**src/rtl/conv_addr_sequencer.sv**
```systemverilog
// ---------------------------------------------------------------------------
// conv_addr_sequencer
//
// Purpose:
//   Control stage that sits directly in front of PE_Group_System. It runs a
//   1-D convolution tile by tile and produces all of the address streams and
//   strobes that stage needs:
//     load weights -> load input window -> compute O outputs ->
//     drain accumulator pipeline -> store outputs.
//   The job is launched by a start/done handshake.
//   Off-chip reads have a fixed latency of one cycle. Each on-chip buffer
//   write therefore lands one cycle after its matching off-chip read address.
//
// Optional feature (compile-time macro SEQ_WEIGHT_RELOAD_EN):
//   defined   - every tile begins with a fresh weight load (LOAD_W).
//   undefined - weights are loaded once per job and kept for later tiles.
//
// Ports:
//   clk          in   rising-edge clock
//   aclr         in   asynchronous reset, active low
//   start        in   begin a job (only looked at while idle)
//   tile_count   in   number of tiles in the job, captured with start
//   W_Base       in   off-chip weight base address, captured with start
//   I_Base       in   off-chip input base address, captured with start
//   O_Base       in   off-chip output base address, captured with start
//   busy         out  sequencer is not idle
//   done         out  one-cycle pulse when the job finishes
//   OFF_W_RAddr  out  off-chip weight read address
//   OFF_I_RAddr  out  off-chip input read address
//   OFF_O_WEn    out  off-chip output write enable
//   OFF_O_WAddr  out  off-chip output write address
//   ON_W_WEn     out  on-chip weight buffer write enable
//   ON_I_WEn     out  on-chip input buffer write enable
//   ON_W_WAddr   out  on-chip weight buffer write address
//   ON_I_WAddr   out  on-chip input buffer write address
//   ON_W_RAddr   out  on-chip weight buffer read address
//   ON_I_RAddr   out  on-chip input buffer read address
//   ON_O_RAddr   out  on-chip output buffer read address
//   pe_valid     out  PE operands valid
//   pe_first     out  first MAC of an output
//   pe_last      out  last MAC of an output
// ---------------------------------------------------------------------------
module conv_addr_sequencer #(
   parameter int AddressWidth        = 32,
   parameter int BufferWidth         = 4,
   parameter int W_PEGroupSize       = 4,
   parameter int O_PEGroupSize       = 4,
   parameter int I_PEGroupSize       = W_PEGroupSize + O_PEGroupSize - 1,
   parameter int ACC_Pipeline_Stages = 7,
   parameter int TileCountWidth      = 16
) (
   input  logic                      clk,
   input  logic                      aclr,
   input  logic                      start,
   input  logic [TileCountWidth-1:0] tile_count,
   input  logic [AddressWidth-1:0]   W_Base,
   input  logic [AddressWidth-1:0]   I_Base,
   input  logic [AddressWidth-1:0]   O_Base,
   output logic                      busy,
   output logic                      done,
   output logic [AddressWidth-1:0]   OFF_W_RAddr,
   output logic [AddressWidth-1:0]   OFF_I_RAddr,
   output logic                      OFF_O_WEn,
   output logic [AddressWidth-1:0]   OFF_O_WAddr,
   output logic                      ON_W_WEn,
   output logic                      ON_I_WEn,
   output logic [BufferWidth-1:0]    ON_W_WAddr,
   output logic [BufferWidth-1:0]    ON_I_WAddr,
   output logic [BufferWidth-1:0]    ON_W_RAddr,
   output logic [BufferWidth-1:0]    ON_I_RAddr,
   output logic [BufferWidth-1:0]    ON_O_RAddr,
   output logic                      pe_valid,
   output logic                      pe_first,
   output logic                      pe_last
);

   localparam int W = W_PEGroupSize;
   localparam int O = O_PEGroupSize;
   localparam int I = I_PEGroupSize;
   localparam int D = ACC_Pipeline_Stages;

   // The phase counter must hold the largest terminal value of any phase:
   // I (LOAD_I runs I+1 cycles), O (STORE runs O+1 cycles) or D-1 (DRAIN).
   localparam int MaxA      = (I > O) ? I : O;
   localparam int MaxCnt    = (MaxA > D) ? MaxA : D;
   localparam int CntWidth  = (MaxCnt < 1) ? 1 : $clog2(MaxCnt + 1);
   localparam int OIdxWidth = (O > 1) ? $clog2(O) : 1;

   typedef enum logic [2:0] {
      IDLE,
      LOAD_W,
      LOAD_I,
      COMPUTE,
      DRAIN,
      STORE,
      DONE
   } state_t;

   state_t                    state_q,   state_d;
   logic [CntWidth-1:0]       cnt_q,     cnt_d;
   logic [OIdxWidth-1:0]      oIdx_q,    oIdx_d;
   logic [TileCountWidth-1:0] tile_q,    tile_d;
   logic [AddressWidth-1:0]   tileOff_q, tileOff_d;
   logic [TileCountWidth-1:0] tCount_q,  tCount_d;
   logic [AddressWidth-1:0]   wBase_q,   wBase_d;
   logic [AddressWidth-1:0]   iBase_q,   iBase_d;
   logic [AddressWidth-1:0]   oBase_q,   oBase_d;
   logic [TileCountWidth:0]   tileNext;

   logic                      busy_q,      busy_d;
   logic                      done_q,      done_d;
   logic [AddressWidth-1:0]   offWRAddr_q, offWRAddr_d;
   logic [AddressWidth-1:0]   offIRAddr_q, offIRAddr_d;
   logic                      offOWEn_q,   offOWEn_d;
   logic [AddressWidth-1:0]   offOWAddr_q, offOWAddr_d;
   logic                      onWWEn_q,    onWWEn_d;
   logic                      onIWEn_q,    onIWEn_d;
   logic [BufferWidth-1:0]    onWWAddr_q,  onWWAddr_d;
   logic [BufferWidth-1:0]    onIWAddr_q,  onIWAddr_d;
   logic [BufferWidth-1:0]    onWRAddr_q,  onWRAddr_d;
   logic [BufferWidth-1:0]    onIRAddr_q,  onIRAddr_d;
   logic [BufferWidth-1:0]    onORAddr_q,  onORAddr_d;
   logic                      peValid_q,   peValid_d;
   logic                      peFirst_q,   peFirst_d;
   logic                      peLast_q,    peLast_d;

   // One extra bit lets the tile index be compared against tile_count
   // without wrapping when the job uses the largest possible tile count.
   assign tileNext = {1'b0, tile_q} + (TileCountWidth + 1)'(1);

   // Phase sequencing: state, phase counter, output index within COMPUTE,
   // tile index and the tile's address offset (t*O) kept as a running sum
   // so that no multiplier is needed. Job parameters are captured only in
   // IDLE, which is why a start pulse during a job has no effect.
   always_comb begin
      state_d   = state_q;
      cnt_d     = cnt_q;
      oIdx_d    = oIdx_q;
      tile_d    = tile_q;
      tileOff_d = tileOff_q;
      tCount_d  = tCount_q;
      wBase_d   = wBase_q;
      iBase_d   = iBase_q;
      oBase_d   = oBase_q;

      case (state_q)
         IDLE: begin
            if (start) begin
               tCount_d  = tile_count;
               wBase_d   = W_Base;
               iBase_d   = I_Base;
               oBase_d   = O_Base;
               tile_d    = '0;
               tileOff_d = '0;
               cnt_d     = '0;
               oIdx_d    = '0;
               state_d   = (tile_count == '0) ? DONE : LOAD_W;
            end
         end

         LOAD_W: begin
            if (cnt_q == CntWidth'(W - 1)) begin
               cnt_d   = '0;
               state_d = LOAD_I;
            end else begin
               cnt_d = cnt_q + CntWidth'(1);
            end
         end

         LOAD_I: begin
            if (cnt_q == CntWidth'(I)) begin
               cnt_d   = '0;
               oIdx_d  = '0;
               state_d = COMPUTE;
            end else begin
               cnt_d = cnt_q + CntWidth'(1);
            end
         end

         COMPUTE: begin
            if (cnt_q == CntWidth'(W - 1)) begin
               cnt_d = '0;
               if (oIdx_q == OIdxWidth'(O - 1)) begin
                  oIdx_d  = '0;
                  state_d = DRAIN;
               end else begin
                  oIdx_d = oIdx_q + OIdxWidth'(1);
               end
            end else begin
               cnt_d = cnt_q + CntWidth'(1);
            end
         end

         DRAIN: begin
            if (cnt_q == CntWidth'(D - 1)) begin
               cnt_d   = '0;
               state_d = STORE;
            end else begin
               cnt_d = cnt_q + CntWidth'(1);
            end
         end

         STORE: begin
            if (cnt_q == CntWidth'(O)) begin
               cnt_d     = '0;
               tile_d    = tileNext[TileCountWidth-1:0];
               tileOff_d = tileOff_q + AddressWidth'(O);
               if (tileNext < {1'b0, tCount_q}) begin
`ifdef SEQ_WEIGHT_RELOAD_EN
                  state_d = LOAD_W;
`else
                  state_d = LOAD_I;
`endif
               end else begin
                  state_d = DONE;
               end
            end else begin
               cnt_d = cnt_q + CntWidth'(1);
            end
         end

         DONE: begin
            state_d = IDLE;
         end

         default: begin
            state_d = IDLE;
         end
      endcase
   end

   // Output next-values. Read-side addresses and PE strobes come from the
   // upcoming state, so the registered outputs line up with the state they
   // belong to. Write-side enables come from the current state: the data
   // for a read issued this cycle returns next cycle, so the matching
   // buffer write is registered one cycle behind its read. Addresses hold
   // their last value outside their phase; enables and strobes drop to 0.
   always_comb begin
      busy_d      = (state_d != IDLE);
      done_d      = (state_d == DONE);
      offWRAddr_d = offWRAddr_q;
      offIRAddr_d = offIRAddr_q;
      offOWAddr_d = offOWAddr_q;
      onWWAddr_d  = onWWAddr_q;
      onIWAddr_d  = onIWAddr_q;
      onWRAddr_d  = onWRAddr_q;
      onIRAddr_d  = onIRAddr_q;
      onORAddr_d  = onORAddr_q;
      offOWEn_d   = 1'b0;
      onWWEn_d    = 1'b0;
      onIWEn_d    = 1'b0;
      peValid_d   = 1'b0;
      peFirst_d   = 1'b0;
      peLast_d    = 1'b0;

      case (state_d)
         LOAD_W: begin
            offWRAddr_d = wBase_d + AddressWidth'(cnt_d);
         end

         LOAD_I: begin
            if (cnt_d < CntWidth'(I)) begin
               offIRAddr_d = iBase_d + tileOff_d + AddressWidth'(cnt_d);
            end
         end

         COMPUTE: begin
            onWRAddr_d = BufferWidth'(cnt_d);
            onIRAddr_d = BufferWidth'(oIdx_d) + BufferWidth'(cnt_d);
            onORAddr_d = BufferWidth'(oIdx_d);
            peValid_d  = 1'b1;
            peFirst_d  = (cnt_d == '0);
            peLast_d   = (cnt_d == CntWidth'(W - 1));
         end

         STORE: begin
            if (cnt_d < CntWidth'(O)) begin
               onORAddr_d = BufferWidth'(cnt_d);
            end
         end

         default: begin
         end
      endcase

      if (state_q == LOAD_W) begin
         onWWEn_d   = 1'b1;
         onWWAddr_d = BufferWidth'(cnt_q);
      end

      if ((state_q == LOAD_I) && (cnt_q < CntWidth'(I))) begin
         onIWEn_d   = 1'b1;
         onIWAddr_d = BufferWidth'(cnt_q);
      end

      if ((state_q == STORE) && (cnt_q < CntWidth'(O))) begin
         offOWEn_d   = 1'b1;
         offOWAddr_d = oBase_q + tileOff_q + AddressWidth'(cnt_q);
      end
   end

   // State and output registers. Reset is asynchronous so that every output
   // and all captured job parameters clear at once, even in the middle of
   // a job.
   always_ff @(posedge clk or negedge aclr) begin
      if (!aclr) begin
         state_q     <= IDLE;
         cnt_q       <= '0;
         oIdx_q      <= '0;
         tile_q      <= '0;
         tileOff_q   <= '0;
         tCount_q    <= '0;
         wBase_q     <= '0;
         iBase_q     <= '0;
         oBase_q     <= '0;
         busy_q      <= 1'b0;
         done_q      <= 1'b0;
         offWRAddr_q <= '0;
         offIRAddr_q <= '0;
         offOWEn_q   <= 1'b0;
         offOWAddr_q <= '0;
         onWWEn_q    <= 1'b0;
         onIWEn_q    <= 1'b0;
         onWWAddr_q  <= '0;
         onIWAddr_q  <= '0;
         onWRAddr_q  <= '0;
         onIRAddr_q  <= '0;
         onORAddr_q  <= '0;
         peValid_q   <= 1'b0;
         peFirst_q   <= 1'b0;
         peLast_q    <= 1'b0;
      end else begin
         state_q     <= state_d;
         cnt_q       <= cnt_d;
         oIdx_q      <= oIdx_d;
         tile_q      <= tile_d;
         tileOff_q   <= tileOff_d;
         tCount_q    <= tCount_d;
         wBase_q     <= wBase_d;
         iBase_q     <= iBase_d;
         oBase_q     <= oBase_d;
         busy_q      <= busy_d;
         done_q      <= done_d;
         offWRAddr_q <= offWRAddr_d;
         offIRAddr_q <= offIRAddr_d;
         offOWEn_q   <= offOWEn_d;
         offOWAddr_q <= offOWAddr_d;
         onWWEn_q    <= onWWEn_d;
         onIWEn_q    <= onIWEn_d;
         onWWAddr_q  <= onWWAddr_d;
         onIWAddr_q  <= onIWAddr_d;
         onWRAddr_q  <= onWRAddr_d;
         onIRAddr_q  <= onIRAddr_d;
         onORAddr_q  <= onORAddr_d;
         peValid_q   <= peValid_d;
         peFirst_q   <= peFirst_d;
         peLast_q    <= peLast_d;
      end
   end

   assign busy        = busy_q;
   assign done        = done_q;
   assign OFF_W_RAddr = offWRAddr_q;
   assign OFF_I_RAddr = offIRAddr_q;
   assign OFF_O_WEn   = offOWEn_q;
   assign OFF_O_WAddr = offOWAddr_q;
   assign ON_W_WEn    = onWWEn_q;
   assign ON_I_WEn    = onIWEn_q;
   assign ON_W_WAddr  = onWWAddr_q;
   assign ON_I_WAddr  = onIWAddr_q;
   assign ON_W_RAddr  = onWRAddr_q;
   assign ON_I_RAddr  = onIRAddr_q;
   assign ON_O_RAddr  = onORAddr_q;
   assign pe_valid    = peValid_q;
   assign pe_first    = peFirst_q;
   assign pe_last     = peLast_q;

endmodule

```
**config.mk**
```make
export PLATFORM = sky130hd
export DESIGN_NAME = conv_addr_sequencer
export DESIGN_NICKNAME = d
export VERILOG_FILES = /design/src/rtl/conv_addr_sequencer.sv
export SDC_FILE = /design/constraint.sdc
export NUM_CORES = 1
export LEC_CHECK = 0
export ABC_CLOCK_PERIOD_IN_PS = 7300
export CORE_ASPECT_RATIO = 0.9
export CORE_MARGIN = 10
export CORE_UTILIZATION = 56
export DETAILED_ROUTE_END_ITERATION = 8
export PLACE_DENSITY_LB_ADDON = 0.15
export SYNTH_ARGS = -nofsm -noshare
export SYNTH_HDL_FRONTEND = slang
export SYNTH_SLANG_ARGS = --single-unit
```
**constraint.sdc**
```tcl
create_clock -name clk -period 7.3 [get_ports clk]
set_input_delay 0.73 -clock clk [delete_from_list [all_inputs] [get_ports clk]]
set_output_delay 0.73 -clock clk [all_outputs]
set_load 0.01 [all_outputs]
```
### Port wiring

The bar under the picture is 50 um long.
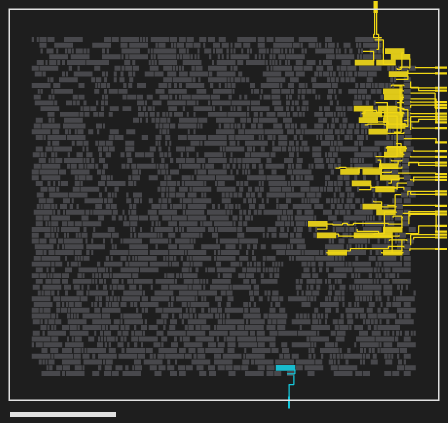
Key: cyan = ON_W_WEn [bits 1, direction output, edge bottom, end cells 1, buffers 1, wire 19.1 um]; yellow = OFF_O_WAddr [bits 32, direction output, edge 30 right, 2 top, end cells 32, buffers 32, wire 1090 um]
number of port buffers: 234
number of I/O pins: 239

### Routing congestion

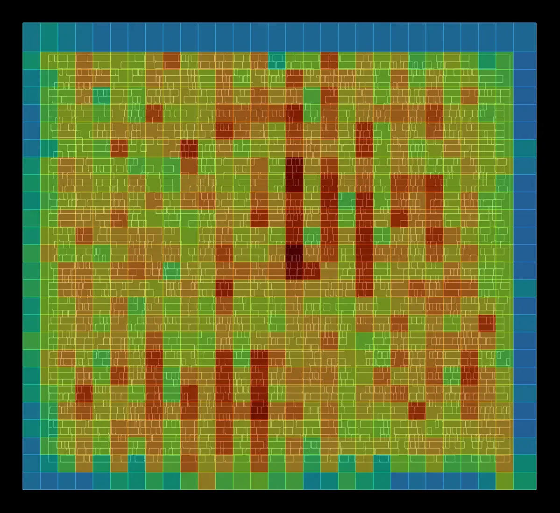
routed len/inst: 18.7 um
GR Util met2: 37.3%
met1 Usage GRT: 35.1%
GR Layer Usage met3: 4.83%
utilization after layout: 70.2%

### Layout detail

The bar under the picture is 10 um long. Window x 38 to 63, y 33 to 58 um. Cells in grey, sequential cells in the stronger grey; small squares are vias.
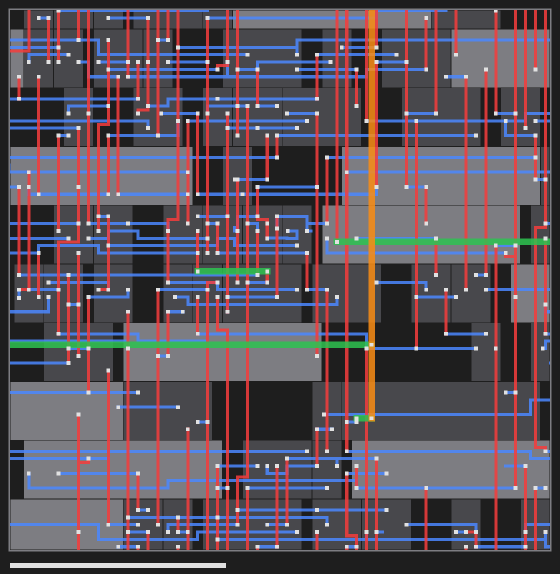
Key: green = M3; red = M2; blue = M1; orange = M4
52 logic cells have their middle in the window. Most frequent: nand2_1 (9), dfrtp_1 (8), o21ai_0 (6). Sequential cells in the window: 8. Netlist names of flops here include wBase_q (6), OFF_W_RAddr (2).

==> notes.md <==
The run finished with clean final reports. Dividing the detail-routed via count by the number of cells gives 5.70. The initial antenna violation count was 3. The root buffer cell chosen for the clock tree is sky130_fd_sc_hd__clkbuf_16. The critical path class is reg -> reg. Power density normalized to cell area: 382 nW/um2. Post-synth the commonest register cell is sky130_fd_sc_hd__dfrtp_1. The synthesized design spends more area on one cell type than any other, namely sky130_fd_sc_hd__dfrtp_1. The number of global-route vias before repair was 14000; the number of well-tap cells placed was 396. The post-CTS clock slew at the launch and capture registers of the worst setup and hold paths works out to 0.07 ns. The run gives 0.90 ns for the maximum cell stage delay along the critical path.

The total clock buffers created by CTS was 30. The cell class ranked first by area is combinational gates. The run gives 29200 um2 as the area of the core. The worst setup path is captured at a register. The run gives 202 um for the die span in x.

The first global-routing pass estimated 74.7 mm of wire. Deepest level of the CTS H-tree: 1. The finished design was reported to have a net count of 2330. Of the total power, the share spent switching nets is 38.4%. Once placement finished, the instance area stood at 19300 um2. The startpoint of the worst setup timing path was state_q[0]. The run gives 170 MHz as the maximum frequency from static timing analysis. From synthesis to final layout, the design area changed by 22.5%. The fraction of cell area in sequential cells is reported as 35.2%. Dominant delay contributor by cell family on the critical path: AND-OR/OR-AND gates. For the leakage power, the log shows 9.68 nW. The chip occupies 37200 um2.

The run gives 14200 as the via count of the routed design. The proportion of synthesized flip-flops having asynchronous set or reset was 100%. The tools report the launching point of the worst reg2reg path as state_q[0].

Clock skew on the completed layout was measured at 0.0135 ns. Wires add up to 46.4 mm. By instance count after routing, the leading logic cell types are sky130_fd_sc_hd__nand2_1, sky130_fd_sc_hd__dfrtp_1, sky130_fd_sc_hd__clkdlybuf4s50_1, sky130_fd_sc_hd__o21ai_0, sky130_fd_sc_hd__ha_1. The run gives 15 for the count of cells along the worst register-to-register path.

Cell internal power was estimated by the tool at 0.00482 W. Final-report hold violation count: 0. Number of buffer and inverter instances along the worst setup path: 0. After global routing, the most crowded layer is met2. The layout has 244 buffers outside the clock class. The maximum net fanout on the critical path came out at 16. The tools report the worst hold slack across all endpoints as 0.230 ns. The combinational group share of total power was 44.6%; the number of failing setup endpoints in the final timing report was 0.

The half-perimeter wire length after detailed placement is 34.7 mm. Clock latency on the worst-skew pair, taken at its later pin, is 0.57 ns. Fraction of final layout cells with drive strength greater than 1: 4.51%. With the portion of the layout cell area used by clock cells at 5.53%, the number of violations reported at the end of detailed-routing iteration 0 is 986. For the antenna diode count, the log shows 3. With the total power consumption of the routed design at 0.00782 W, the fraction of the yosys area taken by sequential cells is 43.1%. The run gives 1.39 ns as the placement-stage worst setup slack. For the worst slew slack as a fraction of its limit, the log shows 30.9%.

The multi-input gate share of total cell area came out at 43.5%. Signal nets in the final route climb as high as met4. Per the post-synthesis stats, the area per cell is 8.99 um2.

The routed layout reports a DRC error count of 0. The total number of placement rows came out at 59. Sequential cells placed in the final layout were counted as 288. In this run the cell area of the synthesized design comes to 16700 um2.

TritonCTS built the clock tree. Looking at the max-slew report, the worst-margin pin has a slew of 1.01 ns. Per the GRT congestion report, total overflow comes to 0. The die is 184 um tall. The critical path ends at OFF_I_RAddr[29]. Per the OpenROAD power report, switching power amounts to 0.00300 W. The number of setup buffers added after CTS is 0.

For the number of cells in the finished layout apart from fillers, the log shows 2484. The wire length on met3 was 2.99 mm. Total global-route track usage over all layers is 24.4%. The capture point of the worst register-to-register path is recorded as OFF_I_RAddr[29].

According to the Yosys statistics, the synthesized design has a chip area of 16700 um2. In the layout the tool counted multi-input logic cells amounting to 1419. STA classifies the critical path startpoint as a register. The area taken by multi-input combinational cells is reported as 8910 um2.

Post-CTS repair changed the size of 0 cells. The total met2 wirelength after detailed routing was 20.4 mm; the clock net sink count was 288. The dominant logic cell type in the layout is sky130_fd_sc_hd__nand2_1. Yosys mapped a number of flops with a built-in enable equal to 0.

The run gives 0.00259 W as the sequential power. The number of max-capacitance violations reported came out at 0. In the post-synthesis netlist, the biggest area contributors are sky130_fd_sc_hd__dfrtp_1, sky130_fd_sc_hd__ha_1, sky130_fd_sc_hd__nand2_1.

By instance count, the leading cell after synthesis is sky130_fd_sc_hd__nand2_1. The count of hold buffers inserted by post-cts repair was 0; the tally of OpenROAD warnings was 35. After routing, the total negative slack on setup checks comes to 0 ns. In this run the remaining antenna-violating nets after routing total 0. Top power group: combinational logic.
-- logic make-up (layout without fill, tap and decap cells) --
family                     count (synthesis)  count (layout)  share of synthesized area, %
buffers and inverters                    156             378                          3.75
AOI/OAI and AO/OA                        382             382                          13.8
xor gates and xnor gates                  94              94                          4.92
and+or+nand+nor                          746             746                          20.0
DFF                                      288             288                          43.1
adders and majority gates                154             154                          12.0
muxes                                     39              39                          2.51
other                                      1               7                        0.0224
-- registers in the layout (all words and copies together), names as in the netlist, 4 cells and up --
signal,flops
OFF_I_RAddr,32
OFF_O_WAddr,32
OFF_W_RAddr,32
iBase_q,32
oBase_q,32
tileOff_q,32
wBase_q,32
tCount_q,16
tile_q,16
ON_I_RAddr,4
Power figures rest on the tool's default switching activity, not on a simulated workload.
